**config.mk**
```make
export PLATFORM = sky130hd
export DESIGN_NAME = tinyfpga_cfg_loader
export DESIGN_NICKNAME = d
export VERILOG_FILES = /design/src/rtl/tinyfpga_cfg_pkg.sv /design/src/rtl/tinyfpga_cfg_loader_crc8.sv /design/src/rtl/tinyfpga_cfg_loader.sv
export SDC_FILE = /design/constraint.sdc
export NUM_CORES = 1
export LEC_CHECK = 0
export CORE_MARGIN = 8
export CORE_UTILIZATION = 50
export DETAILED_ROUTE_END_ITERATION = 7
export PLACE_DENSITY = 0.81
export SETUP_SLACK_MARGIN = 0.5
export SYNTH_ARGS = -nofsm -noshare
export SYNTH_HDL_FRONTEND = slang
export SYNTH_SLANG_ARGS = --single-unit
```
**constraint.sdc**
```tcl
create_clock -name clk -period 1.9 [get_ports clk]
set_input_delay 0.475 -clock clk [delete_from_list [all_inputs] [get_ports clk]]
set_output_delay 0.475 -clock clk [all_outputs]
set_load 0.1 [all_outputs]
```
**src/rtl/tinyfpga_cfg_pkg.sv**
```systemverilog
`default_nettype none
// ============================================================================
//  Module      : tinyfpga_cfg_pkg
//  Description : Shared types, constants and the serial CRC-8 step function
//                for the tinyFPGA configuration loader.
//  Revision    : 1.0 - initial release
// ============================================================================
package tinyfpga_cfg_pkg;

    // Loader state encoding; explicit 3-bit width.
    typedef enum logic [2:0] {
        IDLE  = 3'd0,
        SHIFT = 3'd1,
        CHECK = 3'd2,
        RUN   = 3'd3,
        ERROR = 3'd4
    } state_t;

    localparam int             CRC_W    = 8;
    localparam logic [CRC_W-1:0] CRC_POLY = 8'h07;

    // One MSB-first CRC-8 step: feedback is the outgoing top bit xor the new bit.
    function automatic logic [CRC_W-1:0] crc8_next(input logic [CRC_W-1:0] crc,
                                                   input logic             din);
        logic w_fb;
        w_fb = crc[CRC_W-1] ^ din;
        crc8_next = {crc[CRC_W-2:0], 1'b0} ^ (w_fb ? CRC_POLY : '0);
    endfunction

endpackage
`default_nettype wire

```
**src/rtl/tinyfpga_cfg_loader_crc8.sv**
```systemverilog
`default_nettype none
// ============================================================================
//  Module      : crc8_serial
//  Description : Bit-serial CRC-8 accumulator with synchronous clear and
//                enable. Clear wins over enable.
//  Revision    : 1.0 - initial release
// ============================================================================
module crc8_serial
    import tinyfpga_cfg_pkg::*;
(
    input  logic             clk,
    input  logic             rst_n,
    input  logic             i_clr,
    input  logic             i_en,
    input  logic             i_din,
    output logic [CRC_W-1:0] o_crc
);

    logic [CRC_W-1:0] r_crc;

    // Accumulate one bit per enabled cycle; clear restarts from the 0x00 seed.
    always_ff @(posedge clk or negedge rst_n) begin
        if (!rst_n) begin
            r_crc <= '0;
        end else if (i_clr) begin
            r_crc <= '0;
        end else if (i_en) begin
            r_crc <= crc8_next(r_crc, i_din);
        end
    end

    assign o_crc = r_crc;

endmodule
`default_nettype wire

```
**src/rtl/tinyfpga_cfg_loader.sv**
```systemverilog
`default_nettype none
// ============================================================================
//  Module      : tinyfpga_cfg_loader
//  Description : Serial configuration loader. Shifts a CHAIN_LEN + 8 bit
//                stream into a shadow chain, verifies length and CRC-8, then
//                commits the data to the active configuration and sequences
//                the fabric reset (including a pin-driven user reset).
//  Revision    : 1.0 - initial release
// ============================================================================
module tinyfpga_cfg_loader
    import tinyfpga_cfg_pkg::*;
#(
    parameter int CHAIN_LEN = 64,
    parameter int RST_HOLD  = 4
)(
    input  logic                 clk,
    input  logic                 rst_n,
    input  logic                 prog_en,
    input  logic                 prog_valid,
    input  logic                 prog_in,
    input  logic                 user_rst,
    output logic                 prog_out,
    output logic [CHAIN_LEN-1:0] cfg,
    output logic                 cfg_valid,
    output logic                 fabric_rst_n,
    output logic                 load_err
);

    localparam int c_cnt_w  = $clog2(CHAIN_LEN + 9);
    localparam int c_hold_w = $clog2(RST_HOLD + 1);
    localparam int c_sh_w   = CHAIN_LEN + CRC_W;

    localparam logic [c_cnt_w-1:0]  c_cnt_data = c_cnt_w'(CHAIN_LEN);
    localparam logic [c_cnt_w-1:0]  c_cnt_full = c_cnt_w'(CHAIN_LEN + CRC_W);
    localparam logic [c_cnt_w-1:0]  c_cnt_one  = c_cnt_w'(1);
    localparam logic [c_hold_w-1:0] c_hold     = c_hold_w'(RST_HOLD);
    localparam logic [c_hold_w-1:0] c_hold_one = c_hold_w'(1);

    state_t               r_state;
    state_t               w_state_next;
    logic                 r_prog_en_q;
    logic                 r_armed;
    logic                 r_user_rst_q;
    logic [c_sh_w-1:0]    r_shadow;
    logic [c_cnt_w-1:0]   r_cnt;
    logic                 r_ovf;
    logic [c_hold_w-1:0]  r_hold;
    logic                 r_prog_out;
    logic [CHAIN_LEN-1:0] r_cfg;
    logic                 r_cfg_valid;
    logic                 r_fabric_rst_n;
    logic                 r_load_err;
    logic [CRC_W-1:0]     w_crc;
    logic                 w_rise;
    logic                 w_fall;
    logic                 w_accept;
    logic                 w_enter_shift;
    logic                 w_pass;

    // r_armed masks the first cycle after reset so a prog_en already high
    // at reset exit is not mistaken for a rising edge.
    assign w_rise   = r_armed &  prog_en & ~r_prog_en_q;
    assign w_fall   = r_armed & ~prog_en &  r_prog_en_q;
    // A bit arriving with the closing falling edge is dropped.
    assign w_accept = (r_state == SHIFT) & prog_valid & ~w_fall;
    assign w_enter_shift = (w_state_next == SHIFT) && (r_state != SHIFT);
    // The received CRC occupies the bottom byte of the shadow chain.
    assign w_pass   = (r_cnt == c_cnt_full) && !r_ovf && (w_crc == r_shadow[CRC_W-1:0]);

    // Edge-detect registers for prog_en and user_rst.
    always_ff @(posedge clk or negedge rst_n) begin
        if (!rst_n) begin
            r_prog_en_q  <= 1'b0;
            r_armed      <= 1'b0;
            r_user_rst_q <= 1'b0;
        end else begin
            r_prog_en_q  <= prog_en;
            r_armed      <= 1'b1;
            r_user_rst_q <= user_rst;
        end
    end

    // State register.
    always_ff @(posedge clk or negedge rst_n) begin
        if (!rst_n) begin
            r_state <= IDLE;
        end else begin
            r_state <= w_state_next;
        end
    end

    // Next-state logic.
    always_comb begin
        w_state_next = r_state;
        case (r_state)
            IDLE:    if (w_rise) w_state_next = SHIFT;
            SHIFT:   if (w_fall) w_state_next = CHECK;
            CHECK:   w_state_next = w_pass ? RUN : ERROR;
            RUN:     if (w_rise) w_state_next = SHIFT;
            ERROR:   if (w_rise) w_state_next = SHIFT;
            default: w_state_next = IDLE;
        endcase
    end

    // Shadow chain, bit counter and overflow flag; prog_out takes the chain
    // top before each shift so downstream loaders see a CHAIN_LEN-bit delay.
    always_ff @(posedge clk or negedge rst_n) begin
        if (!rst_n) begin
            r_shadow   <= '0;
            r_cnt      <= '0;
            r_ovf      <= 1'b0;
            r_prog_out <= 1'b0;
        end else if (w_enter_shift) begin
            r_shadow <= '0;
            r_cnt    <= '0;
            r_ovf    <= 1'b0;
        end else if (w_accept) begin
            r_prog_out <= r_shadow[CHAIN_LEN-1];
            r_shadow   <= {r_shadow[c_sh_w-2:0], prog_in};
            if (r_cnt == c_cnt_full) begin
                r_ovf <= 1'b1;
            end else begin
                r_cnt <= r_cnt + c_cnt_one;
            end
        end
    end

    crc8_serial u_crc (
        .clk   (clk),
        .rst_n (rst_n),
        .i_clr (w_enter_shift),
        .i_en  (w_accept && (r_cnt < c_cnt_data)),
        .i_din (prog_in),
        .o_crc (w_crc)
    );

    // Commit, status flags and fabric reset sequencing. User reset reloads the
    // hold counter while high and on the first low sample, so the release
    // delay is counted from the cycle user_rst is seen low.
    always_ff @(posedge clk or negedge rst_n) begin
        if (!rst_n) begin
            r_cfg          <= '0;
            r_cfg_valid    <= 1'b0;
            r_fabric_rst_n <= 1'b0;
            r_load_err     <= 1'b0;
            r_hold         <= '0;
        end else if (w_enter_shift) begin
            r_cfg_valid    <= 1'b0;
            r_fabric_rst_n <= 1'b0;
            r_load_err     <= 1'b0;
        end else begin
            case (r_state)
                CHECK: begin
                    r_fabric_rst_n <= 1'b0;
                    if (w_pass) begin
                        r_cfg       <= r_shadow[c_sh_w-1:CRC_W];
                        r_cfg_valid <= 1'b1;
                        r_load_err  <= 1'b0;
                        r_hold      <= c_hold;
                    end else begin
                        r_cfg_valid <= 1'b0;
                        r_load_err  <= 1'b1;
                    end
                end
                RUN: begin
                    if (user_rst || r_user_rst_q) begin
                        r_hold         <= c_hold;
                        r_fabric_rst_n <= 1'b0;
                    end else if (r_hold != '0) begin
                        r_hold         <= r_hold - c_hold_one;
                        r_fabric_rst_n <= (r_hold == c_hold_one);
                    end else begin
                        r_fabric_rst_n <= 1'b1;
                    end
                end
                default: r_fabric_rst_n <= 1'b0;
            endcase
        end
    end

    assign prog_out     = r_prog_out;
    assign cfg          = r_cfg;
    assign cfg_valid    = r_cfg_valid;
    assign fabric_rst_n = r_fabric_rst_n;
    assign load_err     = r_load_err;

endmodule
`default_nettype wire

```
Run 1, sizing map:
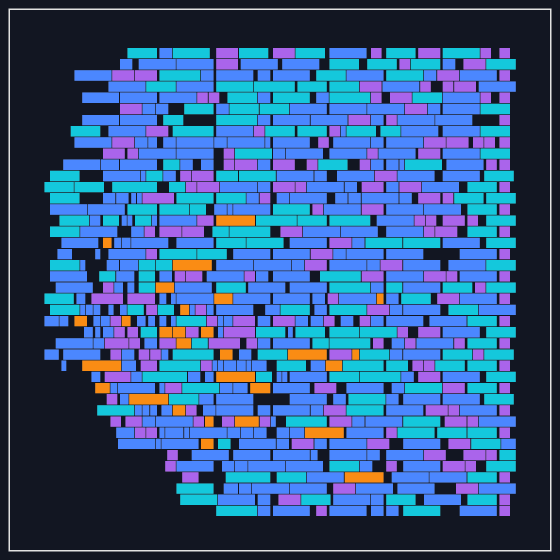
orange -> drive 2  # cells 28, share 4.1%, most used dfrtp_2
purple -> drive 3 to 4  # cells 177, share 26%, most used buf_4
blue -> drive 1 or less  # cells 329, share 48%, most used dfrtp_1
cyan -> drive 6 and up  # cells 155, share 22%, most used buf_12

Run 1, routing congestion map:
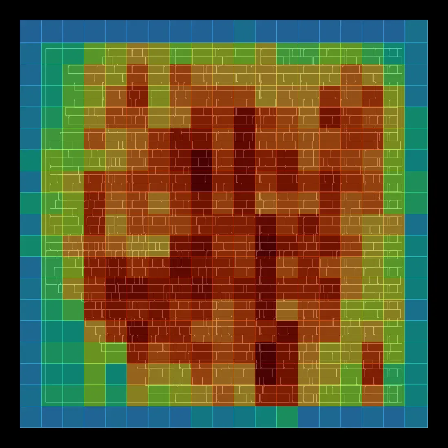
M1 GR Usage: 28.1%
Util after Layout: 83.1%
WL per Instance: 29.1 um
fraction of met3 tracks used by global routing: 7.20%
most heavily used metal layer in global routing: met2

Run 1, the metal 3 layer:
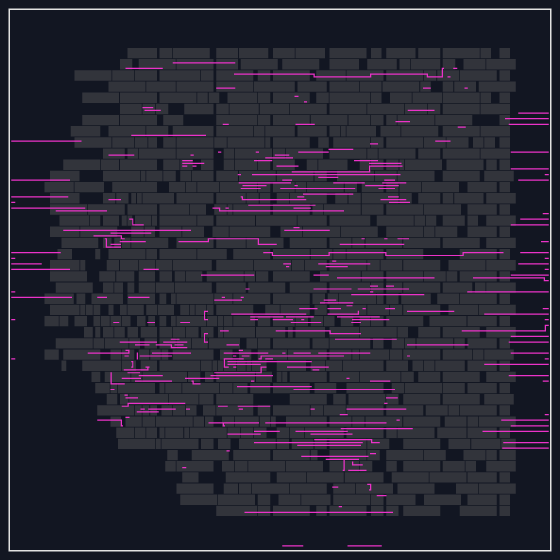
nets with wire on the layer = 175
longest straight run = 35.9 um
wire length on this layer = 1910 um
share of all routed wire = 7.6%
main direction = horizontal

==> notes.org, run 1 <==
#+TITLE: Implementation results

** Status
- The run finished, with violations left.
- Failing checks :: negative setup slack

** Synthesis
- Share of the synthesized netlist area taken by xor and xnor gates :: under 10%
- Warning count from the yosys run :: 0
- Main area contributors :: sky130_fd_sc_hd__dfrtp_1 62%, sky130_fd_sc_hd__mux2_4 14%, sky130_fd_sc_hd__a22o_1 9.4%, sky130_fd_sc_hd__xor2_1 1.2%, sky130_fd_sc_hd__mux2i_1 1.0%
- # Cells Yosys :: 451
- Cell type contributing the most total cell area after synthesis :: sky130_fd_sc_hd__dfrtp_1
- Flip-flop and latch count after synthesis :: around 170
- Counting every net in the synthesized netlist gives 462.
- Proportion of synthesized chip area in sequential cells :: between 60% and 70%
- Number of enable flip-flop cells :: 0
- Mean post-synth cell area :: roughly 15 sq um
- Most common cell in the netlist :: sky130_fd_sc_hd__dfrtp_1
- The most used flip-flop cell after synthesis is sky130_fd_sc_hd__dfrtp_1.
- Post-synth ARST share :: 100%
- In the synthesis report, Yosys lists the chip area as approximately 6700 sq um.
- The cell-mix breakdown from Yosys lists the compound-gate area share as 11.8%.

** Drt
- Dividing the detail-routed via count by the number of cells gives approximately 6.3.
- For this block, the routed nets add up to approximately 25 mm of wire.
- Per the detail_route log, met2 wirelength is between 10 and 15 mm.
- Number of iterations in the first detailed-routing pass :: 5

** Timing
- Worst slew pin tran :: 541 ps
- Setup violators final :: slightly above 70
- After layout, the worst setup slack is -269 ps.
- Highest clock frequency the design can meet :: ~460 MHz
- Remaining max-slew budget at the tightest pin :: 63.8%
- Total count of hold-check failures in the final report :: 0

** Clocking
- The tree built by TritonCTS fans out to 165 sinks.
- # Post-CTS Setup Buffers :: about 67
- Total number of H-tree levels :: 4
- Clock slew at the register clock pins of the worst setup and hold paths :: 60 ps
- CTS tree :: done
- The clock passes through at most 2 buffers.

** Setup path
- Cell with the largest stage delay on the worst path :: sky130_fd_sc_hd__dfrtp_1
- For reference, the most critical setup path is categorized as reg2reg.
- Highest net fanout along the worst path :: 9
- STA classifies the critical path endpoint as a register.
- Number of stages on the worst setup path :: 7
- According to the timing report, the critical path is launched from u_crc.o_crc[3].

** Finish
- Of the cells placed in the final design, the portion with a size suffix greater than 1 is between 50% and 60%.
- The number of antenna diodes in the final layout is 0.
- Multi-input gate area in the final layout :: ~2500 sq um
- Layout overhead on the synthesized area :: 63.6%
- Clock cells make up 5.40% of the layout cell area.

** Floorplanning
- During tapcell insertion the tool placed between 150 and 200 well taps.
- According to the floorplan report, the die width is about 130 um.
- The die is roughly 130 um tall.

** Power
- In this run, the combinational gates consume between 30% and 40% of the power.
- Switching share of power :: a little under a third
- Net Switching :: between 3 and 4 mW
- Power dissipated in sequential cells :: around 4.0 mW
- Registers are responsible for roughly 36% of the overall power.

** Min path
- The path class of the tightest hold or removal check is in2reg.
- Hold Path Origin :: prog_en
- Cell depth of the worst min-delay path :: 1

** Global routing
- Total global-route track usage over all layers is between 20% and 30%.
- The number of antenna violations at the first check in global routing came to 0.

** Placed design
- Placed cell count :: about 700
==> run 1 -> run 2 <==
--- a/config.mk
+++ b/config.mk
@@ -8,6 +8,7 @@
 export CORE_MARGIN = 8
 export CORE_UTILIZATION = 50
 export DETAILED_ROUTE_END_ITERATION = 7
+export GPL_TIMING_DRIVEN = 0
 export PLACE_DENSITY = 0.81
 export SETUP_SLACK_MARGIN = 0.5
 export SYNTH_ARGS = -nofsm -noshare
==> run 2 against run 1 <==
Utilization fell by 0.64 points. Critical path depth shrank 1. The flow still finishes with violations (negative setup slack). Clock-buffer cell count fell by 3. Hold slack got worse by 300 ps. Via count decreased by 4.2%. Synthesized cell count unchanged. First-iteration DRC count grew 8.8%. Sequential share of layout area increased by 0.26 points. Cell area down 0.77%. Fmax is 1.0% higher. Critical path type unchanged. Highest routed layer unchanged. Clock skew up 2.4 ps.
==> notes.org, run 2 <==
#+TITLE: Implementation results

** Power
- The power report puts the net switching power at 3.43 mW.
- The power report lists cell-internal power as 7.60 mW.
- In this run switching power makes up 31.1% of total power.
- Per report_power, the Sequential row totals between 4 and 5 mW.
- Registers are responsible for between 30% and 40% of the overall power.
- Combinational logic power :: roughly 3.2 mW

** Synthesis
- Counting every net in the synthesized netlist gives 462.
- Yosys chip area :: roughly 6700 sq um
- Flip-flop and latch count after synthesis :: between 150 and 200
- Among the non-sequential cells, multiplexers take the most area.
- Proportion of synthesized chip area in sequential cells :: 61.9%
- Number of enable flip-flop cells :: 0
- Post-Synth AOI/OAI Area :: approximately an eighth
- The most common cell in the synthesized netlist is sky130_fd_sc_hd__dfrtp_1.
- After synthesis, the design contains roughly 450 cells according to Yosys.
- For reference, XOR and XNOR gates occupy 1.57% of the area reported after synthesis.
- Warning count from the yosys run :: 0
- Cell type contributing the most total cell area after synthesis :: sky130_fd_sc_hd__dfrtp_1
- For this run, asynchronously set or reset flops after synthesis account for 100%.
- Per the post-synthesis stats, the area per cell is between 10 and 15 sq um.
- Sorting the synthesized cells by how often they occur yields 165 x sky130_fd_sc_hd__dfrtp_1, 72 x sky130_fd_sc_hd__a22o_1, 63 x sky130_fd_sc_hd__mux2_4.
- Yosys attributes the largest share of cell area to sky130_fd_sc_hd__dfrtp_1 62%, sky130_fd_sc_hd__mux2_4 14%, sky130_fd_sc_hd__a22o_1 9.4%, sky130_fd_sc_hd__xor2_1 1.2%, sky130_fd_sc_hd__mux2i_1 1.0%.

** Timing
- At the pin with the least slew margin, the transition time is 576 ps.
- Static timing analysis puts the maximum clock frequency at 466 MHz.
- In the post-route analysis, the smallest setup slack over all paths is -247 ps.
- Share of the clock period used by the worst path after layout :: 113%
- The slew check shows that the tightest pin keeps a relative margin of between 60% and 70%.
- Setup violators final :: approximately 78
- Endpoints failing hold in the final report were tallied at 0.

** Finish
- Per the final report, the share of cell area in clock cells is under 10%.
- 0 antenna diodes ended up in the layout.
- Share of layout cells above drive strength 1 :: 52.3%
- The flow measured a signed area growth from synthesis to layout of 62.3%.
- The final report lists a non-filler cell total of 860.
- The finished layout reports a core utilization of between 80% and 90%.
- The layout report gives the register share of total cell area as a little under two fifths.
- Filler cells :: between 500 and 600
- Multi-input gate area in the final layout :: 2540 sq um
- Number of flip-flops in the largest register :: around 72

** Global routing
- Global routing used a little under a quarter of the available tracks.
- M1 GR Usage :: 26.6%
- Global route summary, busiest routing layer listed as met2.
- Fraction of met3 tracks used by global routing :: 5.98%

** Setup path
- Cell with the largest stage delay on the worst path :: sky130_fd_sc_hd__nor4_2
- In this run the worst setup path begins at u_crc.o_crc[0].
- Highest net fanout along the worst path :: 10
- The worst setup path is of the reg2reg kind.
- Reg-to-reg setup timing slack :: -250 ps
- Number of stages on the worst setup path :: 6

** Clocking
- Looking at the post-CTS report, the setup buffer insertion count equals roughly 74.
- Clk buf depth :: 2
- CTS tree :: done
- The clock tree synthesis step divided the H-tree into 4 levels.
- The registers of the reported paths see a clock transition of roughly 70 ps.
- Sinks on the clock net :: between 150 and 200

** Floorplanning
- Die extent in y :: 132 um
- The design received a total of between 150 and 200 well taps at floorplan.
- Width of the die :: about 130 um

** Min path
- The tightest min-delay check is of the in2async type.

** Drt
- The routed design shows a wire length per standard cell of around 28 um.
- For this run, the detailed router reports a per-instance via density of between 6 and 7.
- Topmost layer with routed signal wires :: met4
- In the detailed route, the total length drawn on met3 is 1.40 mm.
- Number of iterations in the first detailed-routing pass :: 5
- Total wirelength of the detailed-routed design :: about 24 mm
- Amount of wire on met2 after detailed routing :: ~13 mm

** Status
- Run status :: finished with violations
- The checks that failed: negative setup slack.

** Placed design
- Including well taps, the total number of placed cells is roughly 700.
Run 2, clock network drawn from the DEF:
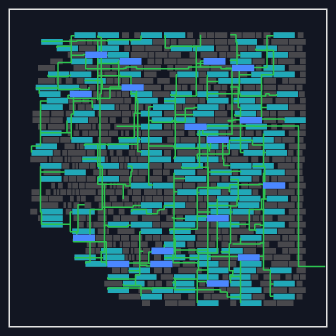
green -> clock wires  # length 2370 um
blue -> cells driving clock nets  # count 17
cyan -> flip-flops  # count 165
routed clock nets = 18

Run 2, sizing map:
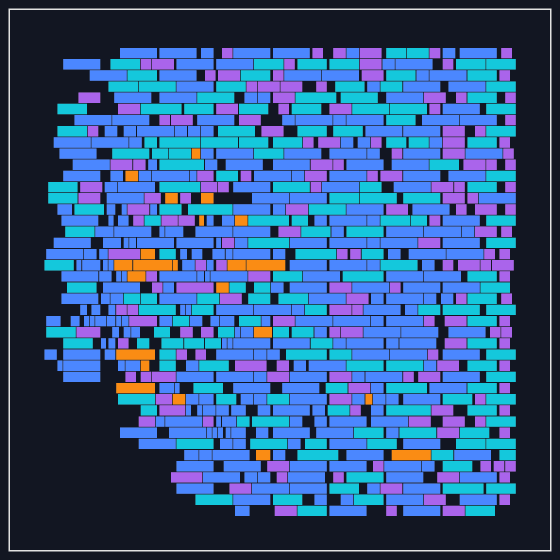
blue -> drive 1 or less  # cells 326, share 48%, most used dfrtp_1
purple -> drive 3 to 4  # cells 173, share 25%, most used buf_4
orange -> drive 2  # cells 22, share 3.2%, most used a21oi_2
cyan -> drive 6 and up  # cells 163, share 24%, most used buf_12

==> run 2 -> run 3 <==
--- a/config.mk
+++ b/config.mk
@@ -7,6 +7,7 @@
 export LEC_CHECK = 0
 export CORE_MARGIN = 8
 export CORE_UTILIZATION = 50
+export CTS_CLUSTER_SIZE = 16
 export DETAILED_ROUTE_END_ITERATION = 7
 export GPL_TIMING_DRIVEN = 0
 export PLACE_DENSITY = 0.81
Run 3, clock network drawn from the DEF:
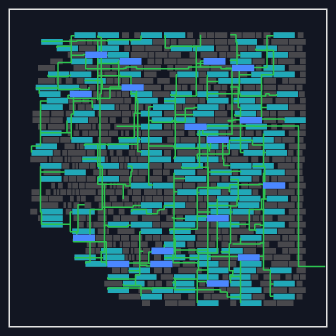
blue -> cells driving clock nets  # count 17
cyan -> flip-flops  # count 165
green -> clock wires  # length 2370 um
routed clock nets = 18

==> run 3 against run 2 <==
The flow still finishes with violations (negative setup slack). Highest routed layer unchanged. Clock-buffer cell count stayed put. Setup slack stayed put. Non-clock buffer count stayed put. Combinational power hardly changed. Synthesized cell count stayed put. Wire length stayed put. Power stayed put.
==> notes.org, run 3 <==
#+TITLE: Implementation results

** Setup path
- The worst setup path is captured at a register.
- CP startpoint :: u_crc.o_crc[0]
- Kind of critical path :: reg2reg
- In this run the number of cells on the critical path is 6.
- Highest net fanout along the worst path :: 10
- Per the STA report, the cell with the highest stage delay on the worst path is sky130_fd_sc_hd__nor4_2.

** Clocking
- CTS tree :: done
- Clk buf depth :: 2
- On the reported timing paths, the clock transition at the registers reads 70 ps.
- In this run the post-CTS setup repair buffer count came out at 74.

** Status
- Failing checks :: negative setup slack
- The run finished, with violations left.

** Timing
- Highest clock frequency the design can meet :: roughly 470 MHz
- The transition time recorded at the tightest slew-check pin is between 500 and 600 ps.
- Across all setup checks in the final design, the least slack found is -247 ps.
- The final report lists the setup-violating endpoint count as a little under 80.
- The final timing summary puts the cycle share of the worst path at 113%.
- In the final report, the number of hold violations comes to 0.
- Remaining max-slew budget at the tightest pin :: around 62%

** Placed design
- Per the placement report, the placed cell count is between 700 and 800.

** Power
- Switching share of power :: approximately 31%
- The script extracted a net switching power of between 3 and 4 mW.
- Seq pwr share :: a little over a third
- Cell internal power dissipation :: around 7.6 mW
- Combinational share of power :: just under 30%
- Combinational logic power :: approximately 3.2 mW

** Synthesis
- Number of enable flip-flop cells :: 0
- Main area contributors :: sky130_fd_sc_hd__dfrtp_1 62%, sky130_fd_sc_hd__mux2_4 14%, sky130_fd_sc_hd__a22o_1 9.4%, sky130_fd_sc_hd__xor2_1 1.2%, sky130_fd_sc_hd__mux2i_1 1.0%
- Post-synth ARST share :: 100%
- Cell type contributing the most total cell area after synthesis :: sky130_fd_sc_hd__dfrtp_1
- After synthesis, the mean cell area works out to 14.8 sq um.
- Per the synthesis report, the AND-OR/OR-AND share of the synthesized area is approximately an eighth.
- Yosys chip area :: about 6700 sq um
- Synthesized netlist net count :: roughly 460
- Most common reg cell :: sky130_fd_sc_hd__dfrtp_1
- Warning count from the yosys run :: 0
- In the post-synthesis netlist, the cell with the most instances is sky130_fd_sc_hd__dfrtp_1.
- Yosys reported a register bit count of 165.
- Proportion of synthesized chip area in sequential cells :: 61.9%
- After synthesis, the design contains roughly 450 cells according to Yosys.
- Main kind of combinational logic by area :: multiplexers

** Finish
- The final report gives the core utilization as between 80% and 90%.
- Filler cells :: between 500 and 600
- Antenna diode instance count :: 0
- Post-route non-filler standard cell count :: approximately 860
- Of the cells placed in the final design, the portion with a size suffix greater than 1 is between 50% and 60%.
- Clock Network Area Fraction :: between 5 and 6%
- The register with the most flip-flops in the layout has between 70 and 80 of them.
- Multi-input gate area in the final layout :: between 2000 and 3000 sq um
- The design has 165 sequential cells.

** Floorplanning
- N_taps :: between 150 and 200
- Die extent in y :: 132 um
- Per the OpenROAD floorplan log, the width of the die is around 130 um.

** Drt
- Total wirelength of the detailed-routed design :: around 24 mm
- Topmost layer with routed signal wires :: met4
- For this run, the detailed router reports a per-instance via density of a little over 6.
- The first TritonRoute pass finished after 5 iterations.
- The routed design shows a wire length per standard cell of ~28 um.
- Per the detail_route log, met2 wirelength is between 10 and 15 mm.

** Global routing
- Total global routing overflow :: 0
- Most heavily used metal layer in global routing :: met2
- Antenna violations before repair :: 0
- Total GRT Usage :: 23.0%

** Min path
- Worst Hold Class :: in2async
Run 3, the metal 3 layer:
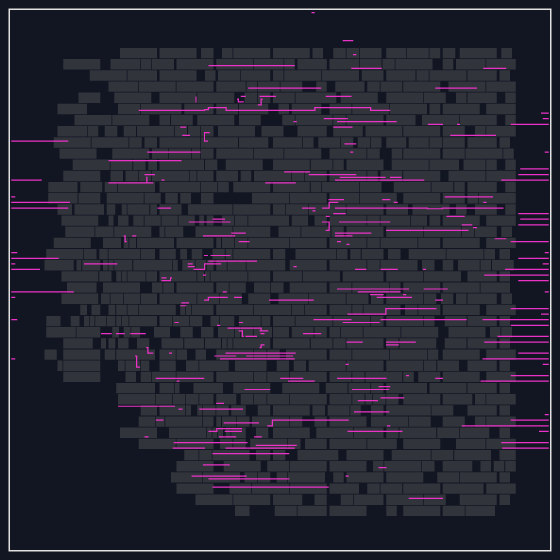
main direction = horizontal
nets with wire on the layer = 146
longest straight run = 28.1 um

Power and IR drop assume default switching activity.
